===== src/rtl/div_iter_if.sv =====
// Handshake and operand/result bundle between the ALU wrapper (master) and div_iter (slave).
interface div_iter_if #(
    parameter int WIDTH = 32
);
    logic             i_validIn;
    logic             i_sign;
    logic [WIDTH-1:0] i_SrcA;
    logic [WIDTH-1:0] i_SrcB;
    logic [WIDTH-1:0] o_Hi;
    logic [WIDTH-1:0] o_Lo;
    logic             o_validOut;
    logic             o_busy;

    modport master (
        output i_validIn, i_sign, i_SrcA, i_SrcB,
        input  o_Hi, o_Lo, o_validOut, o_busy
    );

    modport slave (
        input  i_validIn, i_sign, i_SrcA, i_SrcB,
        output o_Hi, o_Lo, o_validOut, o_busy
    );
endinterface


===== src/rtl/div_iter.sv =====
// Iterative radix-2 restoring divider for DIV/DIVU: quotient on Lo, remainder on Hi.
// Optional macro DIV_EARLY_OUT_EN finishes divide-by-zero and |divisor| > |dividend| at the start edge.
module div_iter #(
    parameter int WIDTH = 32
) (
    input  logic       clk,
    input  logic       reset,
    div_iter_if.slave  bus
);
    localparam logic [1:0] S_IDLE = 2'd0;
    localparam logic [1:0] S_BUSY = 2'd1;
    localparam logic [1:0] S_DONE = 2'd2;
    localparam logic [5:0] LAST_ITER = 6'(WIDTH - 1);

    logic [1:0]       r_state;
    logic [5:0]       r_count;
    logic [WIDTH-1:0] r_rem;
    logic [WIDTH-1:0] r_quo;
    logic [WIDTH-1:0] r_divisor;
    logic             r_negQ;
    logic             r_negR;
    logic [WIDTH-1:0] r_hi;
    logic [WIDTH-1:0] r_lo;

    logic             w_negA;
    logic             w_negB;
    logic [WIDTH-1:0] w_absA;
    logic [WIDTH-1:0] w_absB;
    logic [WIDTH:0]   w_remShift;
    logic [WIDTH:0]   w_diff;
    logic [WIDTH-1:0] w_remNext;
    logic [WIDTH-1:0] w_quoNext;

    // A zero divisor counts as non-negative, so a negative dividend flips the all-ones quotient to 1.
    assign w_negA = bus.i_sign & bus.i_SrcA[WIDTH-1];
    assign w_negB = bus.i_sign & bus.i_SrcB[WIDTH-1];
    assign w_absA = w_negA ? -bus.i_SrcA : bus.i_SrcA;
    assign w_absB = w_negB ? -bus.i_SrcB : bus.i_SrcB;

    // The shifted remainder needs one extra bit; its top bit of the difference is the borrow.
    assign w_remShift = {r_rem, r_quo[WIDTH-1]};
    assign w_diff     = w_remShift - {1'b0, r_divisor};
    assign w_remNext  = w_diff[WIDTH] ? w_remShift[WIDTH-1:0] : w_diff[WIDTH-1:0];
    assign w_quoNext  = {r_quo[WIDTH-2:0], ~w_diff[WIDTH]};

`ifdef DIV_EARLY_OUT_EN
    logic             w_divZero;
    logic             w_earlyOut;
    logic [WIDTH-1:0] w_earlyLo;

    assign w_divZero  = (bus.i_SrcB == '0);
    assign w_earlyOut = w_divZero || (w_absB > w_absA);
    assign w_earlyLo  = !w_divZero ? '0 :
                        w_negA     ? {{(WIDTH-1){1'b0}}, 1'b1} : '1;
`endif

    always_ff @(posedge clk) begin
        if (reset) begin
            r_state   <= S_IDLE;
            r_count   <= '0;
            r_rem     <= '0;
            r_quo     <= '0;
            r_divisor <= '0;
            r_negQ    <= 1'b0;
            r_negR    <= 1'b0;
            r_hi      <= '0;
            r_lo      <= '0;
        end else begin
            case (r_state)
                S_IDLE: begin
                    if (bus.i_validIn) begin
                        r_negQ    <= w_negA ^ w_negB;
                        r_negR    <= w_negA;
                        r_rem     <= '0;
                        r_quo     <= w_absA;
                        r_divisor <= w_absB;
                        r_count   <= '0;
`ifdef DIV_EARLY_OUT_EN
                        if (w_earlyOut) begin
                            r_hi    <= bus.i_SrcA;
                            r_lo    <= w_earlyLo;
                            r_state <= S_DONE;
                        end else begin
                            r_state <= S_BUSY;
                        end
`else
                        r_state   <= S_BUSY;
`endif
                    end
                end
                S_BUSY: begin
                    r_rem   <= w_remNext;
                    r_quo   <= w_quoNext;
                    r_count <= r_count + 6'd1;
                    // Sign fix-up rides on the final iteration so DONE already shows the answer.
                    if (r_count == LAST_ITER) begin
                        r_hi    <= r_negR ? -w_remNext : w_remNext;
                        r_lo    <= r_negQ ? -w_quoNext : w_quoNext;
                        r_state <= S_DONE;
                    end
                end
                S_DONE: begin
                    r_state <= S_IDLE;
                end
                default: begin
                    r_state <= S_IDLE;
                end
            endcase
        end
    end

    assign bus.o_Hi       = r_hi;
    assign bus.o_Lo       = r_lo;
    assign bus.o_validOut = (r_state == S_DONE);
    assign bus.o_busy     = (r_state != S_IDLE);
endmodule


===== src/flat_wrapper.sv =====
// flat-port wrapper written by rule: the top's interface ports become plain ports
module div_iter_flat 
#(
    parameter int WIDTH = 32
)
  (clk, reset, bus_i_validIn, bus_i_sign, bus_i_SrcA, bus_i_SrcB, bus_o_Hi, bus_o_Lo, bus_o_validOut, bus_o_busy);
  div_iter_if #(.WIDTH(WIDTH)) bus_i ();
  input  logic clk;
  input  logic reset;
  input wire logic [$bits(bus_i.i_validIn)-1:0] bus_i_validIn;
  input wire logic [$bits(bus_i.i_sign)-1:0] bus_i_sign;
  input wire logic [$bits(bus_i.i_SrcA)-1:0] bus_i_SrcA;
  input wire logic [$bits(bus_i.i_SrcB)-1:0] bus_i_SrcB;
  output wire logic [$bits(bus_i.o_Hi)-1:0] bus_o_Hi;
  output wire logic [$bits(bus_i.o_Lo)-1:0] bus_o_Lo;
  output wire logic [$bits(bus_i.o_validOut)-1:0] bus_o_validOut;
  output wire logic [$bits(bus_i.o_busy)-1:0] bus_o_busy;
  assign bus_i.i_validIn = bus_i_validIn;
  assign bus_i.i_sign = bus_i_sign;
  assign bus_i.i_SrcA = bus_i_SrcA;
  assign bus_i.i_SrcB = bus_i_SrcB;
  assign bus_o_Hi = bus_i.o_Hi;
  assign bus_o_Lo = bus_i.o_Lo;
  assign bus_o_validOut = bus_i.o_validOut;
  assign bus_o_busy = bus_i.o_busy;
  div_iter #(.WIDTH(WIDTH)) u_core (.clk(clk), .reset(reset), .bus(bus_i));
endmodule

===== config.mk =====
export PLATFORM = sky130hd
export DESIGN_NAME = div_iter_flat
export DESIGN_NICKNAME = d
export VERILOG_FILES = /design/src/rtl/div_iter_if.sv /design/src/rtl/div_iter.sv /design/src/flat_wrapper.sv
export SDC_FILE = /design/constraint.sdc
export NUM_CORES = 1
export LEC_CHECK = 0
export ABC_AREA = 1
export CAP_MARGIN = 10
export CORE_ASPECT_RATIO = 1.2
export CORE_MARGIN = 4
export CORE_UTILIZATION = 58
export CTS_CLUSTER_DIAMETER = 40
export CTS_CLUSTER_SIZE = 25
export DETAILED_ROUTE_END_ITERATION = 8
export PLACE_DENSITY = 0.83
export SYNTH_ARGS = -nofsm -noshare
export SYNTH_HDL_FRONTEND = slang
export SYNTH_SLANG_ARGS = --single-unit
export TNS_END_PERCENT = 50

===== constraint.sdc =====
create_clock -name clk -period 3.8 [get_ports clk]
set_input_delay 0.95 -clock clk [delete_from_list [all_inputs] [get_ports clk]]
set_output_delay 0.95 -clock clk [all_outputs]
set_load 0.05 [all_outputs]

**Run 1: track usage over the die**

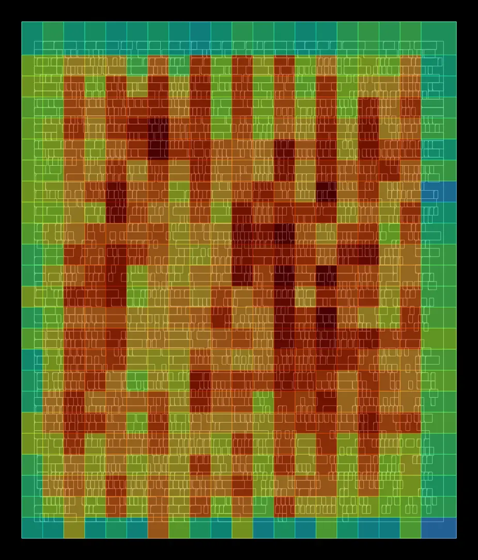
met3 Track Usage GR: 0.0411
DR WL/cell: 16.5 um
GR peak layer: met2

**Run 1: the metal 4 layer**

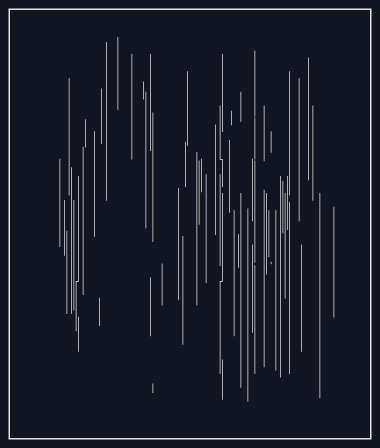
nets with wire on the layer	63
share of all routed wire	6.0%
longest straight run	80.9 um

==> flow_summary.json, run 1 <==
{
  "ys_cells": 2139,
  "yosysUniqueCellTypes": 46,
  "postCtsSetupBuffers": 0,
  "finClkSkew_ns": 0.0156,
  "tool_warnings": 27,
  "grt_pass1_wl_mm": 66.5,
  "totalWireLength_mm": 42.0,
  "clock_path_buffers": 2,
  "core_util_floorplan": 0.596,
  "rows": 58,
  "synth.yosys.seq_area_share": 0.270,
  "critical_path_cell_count": 29,
  "syn_area_um2": 12600,
  "n_antenna_cell": 0,
  "cts_resized": 0,
  "worstPathMaxFanout": 6,
  "vias": 14142,
  "grt_antenna_before_repair": 1,
  "drive_above_1_share": 0.0639,
  "layout.nets": 2363,
  "synth-seq-cells": 170,
  "r2r_cells": 29,
  "fill_cells": 1886,
  "grt_use_met1": 0.389,
  "yosys_area_um2": 12600,
  "ys_sh_aoi": 0.150,
  "crit_end": "u_core.bus.o_Lo[26]",
  "hold_end": "u_core.bus.o_Hi[1]",
  "synthFlopType": "dfxtp_1",
  "cpPeakStageDelay_ns": 0.37,
  "place_congestion": 1.03,
  "ctsHtreeMaxLevel": 4,
  "slowest_stage": "fa_2",
  "port_buffers": 133,
  "ant_nets": 0,
  "rsz0062_at_grt": "yes",
  "hold_start": "u_core.bus.o_Hi[1]",
  "first_iter_violations": 1102,
  "final_common_cell": "nand2_1",
  "adder_share": 0.0383,
  "synth.logic.top_family": "simple AND/OR/NAND/NOR gates",
  "cp_data_arrival_time_ns": 3.85,
  "critPathKind": "reg2reg",
  "maxSlewHeadroom": 0.389,
  "clock_sinks": 170,
  "r2r-start": "u_core.r_quo[31]",
  "numCtsBuffers": 17,
  "async_flop_share": 0,
  "crit_path_end_kind": "flip-flop",
  "crit_required_ns": 4.13,
  "area_growth_pct": 18.6,
  "topCellsByArea": "dfxtp_1 27%, nand2_1 22%, inv_1 9.4%, nor2_1 5.3%, a21oi_1 5.2%",
  "top_cells_by_count": "732 x nand2_1, 315 x inv_1, 177 x nor2_1, 170 x dfxtp_1, 131 x a21oi_1",
  "start_kind": "flip-flop",
  "chip_area_um2": 24200,
  "synthCells": 2139,
  "flop_area_um2": 3400,
  "drv_slew": 0,
  "path_clk_slew_ns": 0.07,
  "dp_slack_ns": 0.0893,
  "status": "completed",
  "crit_family": "simple AND/OR/NAND/NOR gates",
  "most_common_cell": "nand2_1",
  "layout_top_cells": "729 x nand2_1, 313 x inv_1, 174 x nor2_1",
  "cts_tree": "built",
  "worst_pin_slew_ns": 0.917,
  "synth_nets": 2245,
  "yosys_warnings": 0,
  "grt_overflow_total": 0,
  "r2r_end": "u_core.bus.o_Lo[26]",
  "fin_setup_tns_ns": 0,
  "first_global_vias": 13530,
  "hold_buffers": 0,
  "drc": 0,
  "dpl.hpwl_mm": 32.1,
  "clock.fmax_ghz": 0.284,
  "finalCritPeriodShare": 0.926,
  "vias_per_cell": 5.57,
  "finalSetupViolCount": 0,
  "cp.buffers_inverters": 8,
  "crit_start": "u_core.r_quo[31]",
  "hold_class": "reg2reg",
  "synth-edff-count": 0,
  "maxCapViolations": 0,
  "top_cell_area_share": 0.270,
  "grt_max_degree": 88,
  "setup_slack_ns": 0.280,
  "post-route-min-period_ns": 3.52,
  "ff2ff_setup_slack_ns": 0.28,
  "insertion_delay_ns": 0.44,
  "simple_gate_share": 0.373,
  "path_common_cell": "inv_1",
  "largest_area_cell": "dfxtp_1",
  "grt_usage": 0.341,
  "drtPass1Iterations": 6,
  "io_pins": 134,
  "cts-root-buf": "clkbuf_16",
  "hold_depth": 2,
  "ys_sh_mux": 0,
  "hold_viol": 0,
  "comb_area_um2": 7780,
  "grt_util_met2": 0.620,
  "xor_share": 0.0444,
  "avgSynthCellArea_um2": 5.90
}
**Run 1: PDN straps and rails**

Pins as bars on the die edge. Tap cells in grey.
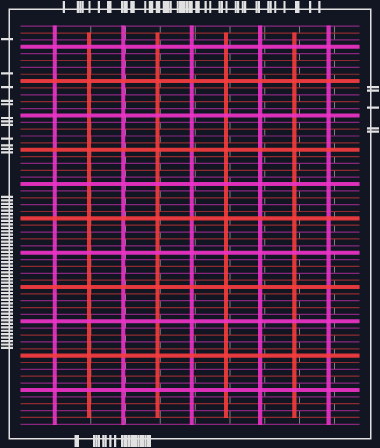
colour	net
red	VDD
magenta	VSS
rows	58
met1 rails	59
die height: 170 um
Die Width: 143 um
Core Box Area: 21200 um2

## run 1: per-stage QoR
step,std cells,area [um2],util,hold WS (ns)
floorplan,2139,12600,-,0.437
global placement,2494,14200,0.669,0.455
detailed placement,2494,14200,0.669,0.465
CTS,2526,14800,0.697,0.477
global route,2540,15000,0.707,0.501
finish,2540,15000,0.707,0.476
## run 1: cell type report
cell class	instances	share of cell area
clock buffer	17	0.0284
clock inverter	15	0.0114
inverter	330	0.0827
multi-input combinational	1566	0.520
sequential	170	0.227
tap	270	0.0226
timing repair buffer	172	0.108
## run 1: routing by layer
layer,routed length [um],vias to the layer above
li1,-,7019
met2,20700,580
met4,2540,2
met3,2280,151
met1,16400,6390
met5,13,-
==> inputs of run 2 (changes only) <==
--- a/config.mk
+++ b/config.mk
@@ -13,7 +13,7 @@
 export CTS_CLUSTER_DIAMETER = 40
 export CTS_CLUSTER_SIZE = 25
 export DETAILED_ROUTE_END_ITERATION = 8
-export PLACE_DENSITY = 0.83
+export PLACE_DENSITY = 0.81
 export SYNTH_ARGS = -nofsm -noshare
 export SYNTH_HDL_FRONTEND = slang
 export SYNTH_SLANG_ARGS = --single-unit
**Run 2: the metal 4 layer**

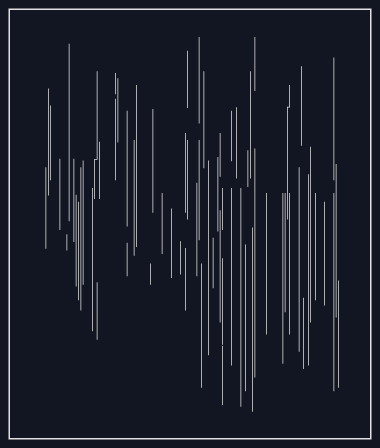
main direction	vertical
wire length on this layer	2860 um
nets with wire on the layer	68
Total Wirelength: 41.3 mm
Via Count: 14136

==> flow_summary.json, run 2 <==
{
  "status": "completed",
  "dpl_cell_area_um2": 14200,
  "layout.nets": 2356,
  "core_um2": 21200,
  "yosysUniqueCellTypes": 46,
  "hold_depth": 2,
  "hold_end": "u_core.bus.o_Hi[1]",
  "design_area_um2": 15000,
  "wl_met2_mm": 20.4,
  "die_w_um": 143,
  "clock_path_buffers": 2,
  "finalCritPeriodShare": 0.944,
  "largest_area_cell": "dfxtp_1",
  "critical_path_cell_count": 30,
  "simple_gate_share": 0.373,
  "drv_slew": 0,
  "crit_family": "simple AND/OR/NAND/NOR gates",
  "worst_pin_slew_ns": 0.922,
  "xor_share": 0.0444,
  "dr_wl_met3_mm": 2.16,
  "cpPeakStageDelay_ns": 0.37,
  "io_pins": 134,
  "avgSynthCellArea_um2": 5.90,
  "crit_required_ns": 4.18,
  "finClkSkew_ns": 0.0168,
  "r2r_cells": 30,
  "critPathKind": "reg2reg",
  "async_flop_share": 0,
  "drive_above_1_share": 0.0610,
  "first_global_vias": 13297,
  "path_clk_slew_ns": 0.07,
  "grt_use_met1": 0.389,
  "r2r-start": "u_core.r_quo[31]",
  "first_iter_violations": 1142,
  "hold_buffers": 0,
  "grt_max_degree": 88,
  "setup_slack_ns": 0.214,
  "yosys_warnings": 0,
  "layout_top_cells": "729 x nand2_1, 314 x inv_1, 174 x nor2_1",
  "drt-met1-wl_mm": 15.9,
  "cp.buffers_inverters": 7,
  "insertion_delay_ns": 0.45,
  "port_buffers": 133,
  "grt_pass1_wl_mm": 65.8,
  "grt_usage": 0.338,
  "cts-root-buf": "clkbuf_16",
  "synthCells": 2139,
  "maxSlewHeadroom": 0.385,
  "path_common_cell": "inv_1",
  "hold_class": "reg2reg",
  "hold_viol": 0,
  "synth.logic.top_family": "simple AND/OR/NAND/NOR gates",
  "ys_sh_mux": 0,
  "ff2ff_setup_slack_ns": 0.21,
  "use_met3": 0.0366,
  "worstPathMaxFanout": 5,
  "grt_util_met2": 0.597,
  "ant_nets": 0,
  "dp.cells": 2492,
  "yosys_area_um2": 12600,
  "ys_cells": 2139,
  "fin_hold_ws_ns": 0.484,
  "final_cells": 2533,
  "slowest_stage": "fa_2",
  "top_cell_area_share": 0.270,
  "grt_antenna_before_repair": 0,
  "fin_setup_tns_ns": 0,
  "cts_tree": "built"
}
**Run 2: placement by cell class**

Bar = 50 um.
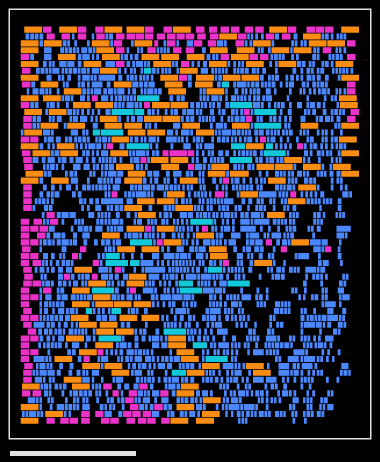
colour	class	cells	share of their area
magenta	other buffers and delay cells	166	11%
cyan	clock drivers and dummy loads	32	4.3%
orange	flip-flops	170	23%
blue	all other logic	1895	62%

## run 2: cell types whose count changed in the layout (fill, tap and decap cells not counted), moves of 2 or more
| cell | previous run | this run |
|---|---|---|
| inv_6 | 3 | 1 |
| inv_8 | 5 | 3 |
| buf_4 | 39 | 31 |
| nand2_8 | 3 | 1 |
| clkinv_8 | 3 | 5 |
## run 2: layout make-up
cell class	instances	area, um2	area share
flip-flops and latches	170	3400	0.228
inverters	330	1240	0.0828
clock buffers	17	425	0.0284
well taps	270	338	0.0226
multi-input cells	1565	7760	0.519
clock inverters	15	204	0.0136
repair buffers	166	1590	0.106
==> inputs of run 3 (changes only) <==
--- a/config.mk
+++ b/config.mk
@@ -8,7 +8,7 @@
 export ABC_AREA = 1
 export CAP_MARGIN = 10
 export CORE_ASPECT_RATIO = 1.2
-export CORE_MARGIN = 4
+export CORE_MARGIN = 2
 export CORE_UTILIZATION = 58
 export CTS_CLUSTER_DIAMETER = 40
 export CTS_CLUSTER_SIZE = 25
**Run 3: the metal 4 layer**

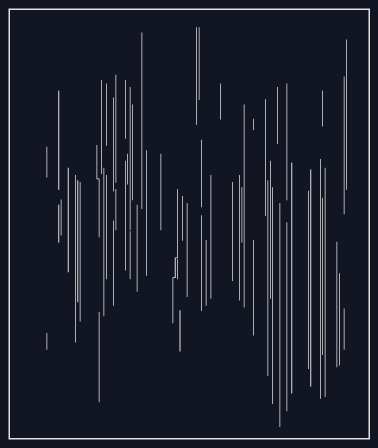
longest straight run	92.5 um
share of all routed wire	6.9%
wire length on this layer	2770 um
main direction	vertical
nets with wire on the layer	61
Total Wirelength: 40.4 mm
Via Count: 13955

==> flow_summary.json, run 3 <==
{
  "use_met3": 0.0370,
  "grt_usage": 0.349,
  "crit_path_end_kind": "flip-flop",
  "first_iter_violations": 1236,
  "finalSetupViolCount": 0,
  "adder_share": 0.0383,
  "inverters": 330,
  "yosys_warnings": 0,
  "cts_tree": "built",
  "wl_per_cell_um": 15.9,
  "postCtsSetupBuffers": 0,
  "buf_share": 0.107,
  "drtPass1Iterations": 6,
  "ant_nets": 0,
  "layout.nets": 2354,
  "drive_above_1_share": 0.0610,
  "yosysUniqueCellTypes": 46,
  "dpl.hpwl_mm": 31.0,
  "finalCritPeriodShare": 0.935,
  "clock_sinks": 170,
  "comb_share": 0.518,
  "worstPathMaxFanout": 11,
  "hold_start": "u_core.bus.o_Hi[1]",
  "port_buffers": 133,
  "avgSynthCellArea_um2": 5.90,
  "critPathKind": "reg2reg",
  "place_congestion": 0.969,
  "io_pins": 134,
  "dr_wl_met3_mm": 1.89,
  "floorplan.tapcells": 274,
  "cts_resized": 0,
  "r2r_cells": 27,
  "buffers_excl_clock": 165,
  "hold_depth": 2,
  "cpPeakStageDelay_ns": 0.38,
  "path_common_cell": "nand2_1",
  "ff2ff_setup_slack_ns": 0.25,
  "grt_antenna_before_repair": 0,
  "dp_slack_ns": 0.0685,
  "largest_class": "multi-input combinational cells",
  "finClkSkew_ns": 0.0243,
  "hold_viol": 0,
  "rsz0062_at_grt": "yes",
  "hold_end": "u_core.bus.o_Hi[1]",
  "grt_use_met1": 0.401,
  "maxCapViolations": 0,
  "drv_slew": 0,
  "flop_area_um2": 3400,
  "final_common_cell": "nand2_1",
  "worst_pin_slew_ns": 0.939,
  "drt-met1-wl_mm": 15.9,
  "ctsHtreeMaxLevel": 4,
  "synthCells": 2139,
  "chip_area_um2": 23000,
  "path_clk_slew_ns": 0.07,
  "async_flop_share": 0,
  "synth-seq-cells": 170,
  "drc": 0,
  "synthFlopType": "dfxtp_1",
  "wl_met2_mm": 19.8,
  "fin_setup_tns_ns": 0,
  "top_layer": "met4",
  "crit_start": "u_core.r_quo[31]",
  "grt_overflow_total": 0,
  "post-route-min-period_ns": 3.55,
  "simple_gate_share": 0.373,
  "dp.cells": 2497,
  "comb.multi_input.count": 1564,
  "fill_cells": 1996,
  "area_growth_pct": 18.3,
  "ys_cells": 2139,
  "status": "completed",
  "ys_sh_aoi": 0.150,
  "r2r_end": "u_core.bus.o_Hi[25]",
  "topCellsByArea": "dfxtp_1 27%, nand2_1 22%, inv_1 9.4%, nor2_1 5.3%, a21oi_1 5.2%"
}
**Run 3: placement by cell class**

Bar = 50 um.
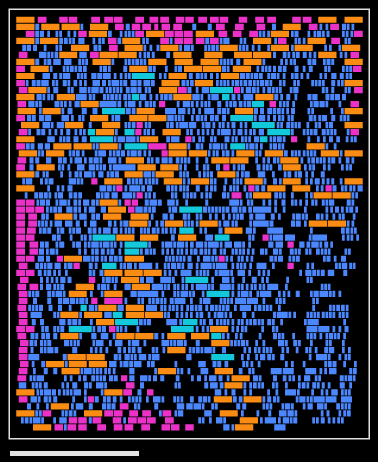
colour	class	cells	share of their area
orange	flip-flops	170	23%
blue	all other logic	1894	62%
magenta	other buffers and delay cells	165	11%
cyan	clock drivers and dummy loads	32	4.2%
Core Box Area: 21600 um2
design area: 14900 um2
flop share of the area: 0.228
Std-Cell Rows: 59
Post-Route Utilization: 0.693

## run 3: cell types whose count changed in the layout (fill, tap and decap cells not counted), moves of 2 or more
cell,delta
nand2_4,-2
inv_6,+2
clkinv_4,-2
nor2_2,+3
nor2_1,-2
buf_4,-2
## run 3: critical path: cells and delay by family, from the launching register on
| family | cells | cell delay [ns] |
|---|---|---|
| buf+inv | 6 | 0.64 |
| simple gates | 18 | 1.63 |
| flops | 1 | 0.33 |
| fa+ha+maj | 2 | 0.57 |
| compound gates | 1 | 0.26 |
